`src/rtl/program_sequencer.sv`:
```
// Program store and replay sequencer: captures words from the switches, then
// feeds them to the processor's external data bus one consume at a time.
module program_sequencer #(
  parameter int unsigned DEPTH = 16,
  parameter int unsigned CW    = $clog2(DEPTH + 1)
) (
  input  logic          Clock,
  input  logic          Reset,
  input  logic [9:0]    Switches,
  input  logic          Enter,
  input  logic          Run,
  input  logic          Clear,
  input  logic          IRin,
  input  logic          Ext,
  input  logic          Clr,
  output logic [9:0]    Data,
  output logic          ProcEn,
  output logic          Done,
  output logic          Full,
  output logic [CW-1:0] Count,
  output logic [CW-1:0] Ptr
);

  localparam int unsigned AW = (DEPTH > 1) ? $clog2(DEPTH) : 1;

  typedef enum logic [1:0] {
    IDLE  = 2'd0,
    RUN   = 2'd1,
    DRAIN = 2'd2
  } state_t;

  state_t        state, state_n;
  logic [CW-1:0] count_n, ptr_n;
  logic          done_n;
  logic          we_c;
  logic          consume_c;
  logic          last_c;
  logic [9:0]    mem [DEPTH];

  assign consume_c = IRin | Ext;
  assign last_c    = (Ptr == Count - CW'(1));

  assign Full   = (Count == CW'(DEPTH));
  assign ProcEn = (state == RUN) || (state == DRAIN);
  assign Data   = ProcEn ? mem[Ptr[AW-1:0]] : 10'd0;

  // Program memory is deliberately not reset; Count defines the valid region.
  always_ff @(posedge Clock) begin
    if (we_c) begin
      mem[Count[AW-1:0]] <= Switches;
    end
  end

  always_ff @(posedge Clock) begin
    if (Reset) begin
      state <= IDLE;
      Count <= '0;
      Ptr   <= '0;
      Done  <= 1'b0;
    end else begin
      state <= state_n;
      Count <= count_n;
      Ptr   <= ptr_n;
      Done  <= done_n;
    end
  end

  // Clear overrides every state action.
  always_comb begin
    state_n = state;
    count_n = Count;
    ptr_n   = Ptr;
    done_n  = Done;
    we_c    = 1'b0;
    if (Clear) begin
      state_n = IDLE;
      count_n = '0;
      ptr_n   = '0;
      done_n  = 1'b0;
    end else begin
      case (state)
        IDLE: begin
          if (Enter) begin
            if (!Full) begin
              we_c    = 1'b1;
              count_n = Count + CW'(1);
              done_n  = 1'b0;
            end
          end else if (Run && (Count != '0)) begin
            ptr_n   = '0;
            done_n  = 1'b0;
            state_n = RUN;
          end
        end
        RUN: begin
          if (consume_c) begin
            if (!last_c) begin
              ptr_n = Ptr + CW'(1);
            end else if (Clr) begin
              state_n = IDLE;
              done_n  = 1'b1;
            end else begin
              state_n = DRAIN;
            end
          end
        end
        DRAIN: begin
          if (Clr) begin
            state_n = IDLE;
            done_n  = 1'b1;
          end
        end
        default: state_n = IDLE;
      endcase
    end
  end

endmodule

```
`config.mk`:
```
export PLATFORM = sky130hd
export DESIGN_NAME = program_sequencer
export DESIGN_NICKNAME = d
export VERILOG_FILES = /design/src/rtl/program_sequencer.sv
export SDC_FILE = /design/constraint.sdc
export NUM_CORES = 1
export LEC_CHECK = 0
export CAP_MARGIN = 20
export CORE_AREA = 3 3 148 93
export CTS_CLUSTER_SIZE = 10
export DETAILED_ROUTE_END_ITERATION = 8
export DIE_AREA = 0 0 151 96
export PLACE_DENSITY_LB_ADDON = 0.25
export SLEW_MARGIN = 20
export SYNTH_ARGS = -nofsm -noshare
export SYNTH_HDL_FRONTEND = slang
export SYNTH_SLANG_ARGS = --single-unit
```
`constraint.sdc`:
```
create_clock -name Clock -period 3.2 [get_ports Clock]
set_input_delay 0.64 -clock Clock [delete_from_list [all_inputs] [get_ports Clock]]
set_output_delay 0.64 -clock Clock [all_outputs]
set_load 0.05 [all_outputs]
```
==> job_summary.md <==
### Flow metrics

| Metric | Value |
|---|---|
| Status | `finished, final reports clean` |
| Switching Fraction | `19.6%` |
| Site row count | `32` |
| Total die size | `about 0.014 mm²` |
| TritonRoute pass-1 iters | `5` |
| Arr. time, crit path | `about 2.5 ns` |
| Int Power | `approximately 3.9 mW` |
| Comb_multi_in | `182` |
| Via count | `4002` |
| Late-Pin Clk Latency | `0.42 ns` |
| Die width | `151 µm` |
| Tap cells | `170` |
| TritonCTS clock tree | `done` |
| IO Pins | `41` |
| Pleak | `2.86 nW` |
| Met3 WL | `1.41 mm` |
| Main flop type | `edfxtp_1` |
| Max_cap viols | `0` |
| Sink Count | `177` |
| Comb area leader | `multiplexers` |
| Worst reg2reg path endpoint | `mem[1][3]` |
| Area-dominant class | `sequential cells` |
| Simple share | `5.70%` |
| # Cells Yosys | `389` |
| Synth Cell Area | `0.00733 mm²` |
| Distinct lib cells | `about 44` |
| XORs/XNORs by Area | `roughly 1.2%` |
| # setup viols final | `0` |
| Hold crit path type | `reg -> reg` |
| Hold depth | `2` |
| Seq area share | `between 50 and 60%` |
| Syn avg cell area | `between 15 and 20 µm²` |
| Logic share of the area | `around a quarter` |
| Setup slack, reg-to-reg | `0.62 ns` |
| Clk buf depth | `2` |
| Fraction of layout cells with a size suffix above 1 | `25.7%` |
| Initial antenna violation count | `0` |
| Slowest stage delay, CP | `0.64 ns` |
| Area Growth Syn to Fin | `19.9%` |
| Worst Hold Launch | `state[0]` |
| Ys Warns | `0` |
| Ys flops | `approximately 180` |
| FP Core Util | `58.3%` |
| CP cell instances | `buf_12 -> mux4_1 -> mux4_2 -> and2_1 -> buf_4` |
| Slowest CP cell | `mux4_1` |
| Least-Margin Pin Slew | `1.06 ns` |
| Worst Path Max Fanout | `9` |
| Fin crit period | `3.16 ns` |
| FILL cells | `~780` |
| Non-clock buffers | `74` |
| Hold Vio Cnt, Final | `0` |
| 1st-iter DRT viols | `369` |
| Combinational fraction of design power | `between 2 and 3%` |
| Setup ws final | `0.0413 ns` |
| NonClk Buf Share | `8.14%` |
| Final Wtd Congestion | `0.813` |
| Root Driver | `clkbuf_16` |
| Flip-flops with a built-in enable | `160` |
| Asr flop ratio synth | `0%` |
| Critical path class | `reg -> out` |
| Global Route met1 Usage | `36.1%` |
| Inverters | `9` |
| Largest net degree at the start of global routing | `41` |
| Worst Skew | `approximately 0.0056 ns` |
| Complex Gates by Area | `3.19%` |
| Post-CTS setup buffer count | `0` |
| Final antenna-violating net count | `0` |
| Critical Path Source Type | `flip-flop` |
| Cts repair resizes | `3` |
| Core area | `0.0126 mm²` |
| Drt drc | `0` |
| Mux share | `16.1%` |
| Final Cell Area | `slightly below 0.009 mm²` |
| Reg2Reg Depth | `8` |
| H-tree lvl count | `4` |
| Yosys stat area | `around 0.0073 mm²` |
| Placed cell areas | `0.00803 mm²` |
| Vias in the first global route | `3832` |
| Met2 Use GR | `33.1%` |
| CP Capture Point | `Data[2]` |
| Cell taking the most area after synthesis | `edfxtp_1` |
| N_diodes | `0` |
| Adder share | `under 10%` |
| Biggest area cells | `edfxtp_1 (66%), mux4_2 (12%), dfxtp_1 (4.6%)` |
| Post-CTS Hold Fix Bufs | `0` |
| Register area | `0.00515 mm²` |
| Num CTS Buffers | `17` |
| Top-area cell type share of the netlist area | `65.5%` |
| # clk buffers | `18` |
| First-pass GRT wire length | `23.5 mm` |
| Pre-CTS setup slack | `between 0.3 and 0.4 ns` |
| Via/cell ratio | `just over 6` |
| Clock share of power | `between 40% and 50%` |
| Met1 Wirelength | `7.04 mm` |
| Clk tree area frac | `under 10%` |
| Worst setup EP type | `primary output` |
| Mapped Cells | `389` |
| Max Used Layer | `met4` |
| Crit path DRT | `2.56 ns` |
| Power per cell area | `552 mW/mm²` |
| Net Sw Power | `about 950 µW` |
| Chip Height | `roughly 96 µm` |
| Mapped Nets | `416` |
| Met2 WL | `7.47 mm` |
| Number of flip-flops and latches | `177` |
| Clk pin slew, worst setup/hold paths | `approximately 0.07 ns` |
| Detail Placement HPWL | `9.71 mm` |
| Fmax | `~320 MHz` |
| Layout Nets | `488` |
| Post-Route WL | `16.1 mm` |
| Log Warnings | `32` |
| Maximum VDD drop | `483 µV` |
| Seq pwr share | `52.2%` |
| Fin crit share | `98.7%` |
| Logic area | `0.00205 mm²` |
| Hold EP | `state[0]` |
| Total gr overflow | `0` |
| Slew Viols, Final | `0` |
| R2r startpoint | `Count[0]` |
| Port buffer count | `40` |
| Synth Seq Share | `70.1%` |
| Rel. slew slack | `slightly below 30%` |
[through the flow]
stage          TNS, ns  cells  total power, mW  hold slack (ns)  utilization [%]
2_1_floorplan        0    389             2.64            0.469                -
3_3_place_gp         0    603             2.70            0.481             63.9
3_5_place_dp         0    603             2.71            0.523             63.9
4_1_cts              0    635             4.88            0.531             69.0
5_1_grt        -0.0123    644             4.99            0.583             69.9
6_report             0    644             4.85            0.528             69.9
[power by group through the flow]
stage	Combinational [mW]	Clock (mW)	Sequential (mW)
after detailed placement	0.127	0	2.58
final	0.128	2.19	2.53
after floorplan	0.0518	0	2.59
after global placement	0.121	0	2.58
after global routing	0.139	2.32	2.53
after CTS	0.128	2.22	2.53
[registers in the layout (all words and copies together) (netlist names), named ones only]
register	flops
mem	160
state	2
Count	5
Done	1
Ptr	5
[synth_stat cells (all sizes together), types with 3 or more instances]
cell type	instances
inv	9
clkbuf	8
dfxtp	17
mux4	50
ha	9
a31oi	6
a21o	3
edfxtp	160
nand2b	4
nand2	21
xnor2	5
nor3	8
a21oi	5
nand4b	3
buf	13
and2	10
xor2	5
nor2	22
or4	3
[critical path, delay by kind of cell (launching register included)]
family,cells,cell delay (ns)
buf+inv,2,0.34
flops,1,0.43
mux,2,1.15
simple gates,1,0.17
[layout by cell type, fill, tap and decap left out, drive strengths merged, types with 2 or more instances in the layout]
cell	instances
buf	42
clkinvlp	3
ha	9
a31oi	6
a21boi	2
mux4	50
nand2b	4
xnor2	5
and2	10
inv	14
clkdlybuf4s50	30
bufinv	4
and3	2
a21oi	5
or4	3
edfxtp	160
nor2	22
xor2	5
nand2	21
clkbuf	20
nor3	8
o211ai	2
a21o	3
nand4b	3
o31ai	2
clkinv	2
nand3b	2
dfxtp	17
a2bb2oi	2
Routing congestion map:
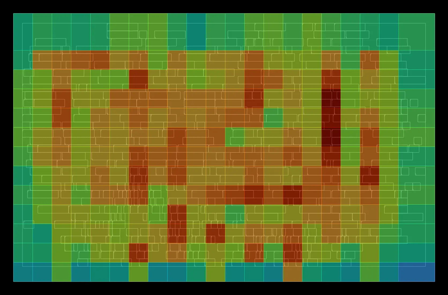
DR WL/cell: 25.0 µm
Core Util, Final: 69.9%
met3 Use GR: 4.52%
total track usage: 23.0%
GR peak layer: met1

Close-up of the layout:
Region (103, 14) to (123, 34) µm. Cells in grey, sequential cells in the stronger grey; small squares are vias.
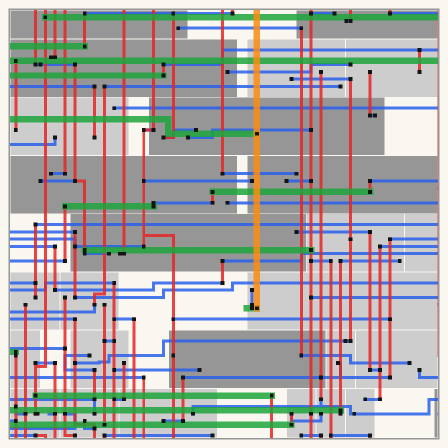
| colour | layer |
|---|---|
| orange | met4 |
| green | met3 |
| blue | met1 |
| red | met2 |
netlist names of flops here include: `mem` (5), `state` (1)
sequential cells in the window: 6
cells with their middle in the window: 19
most frequent: edfxtp_1 (5), ha_1 (3)

Power is estimated from default activity; no workload was simulated.
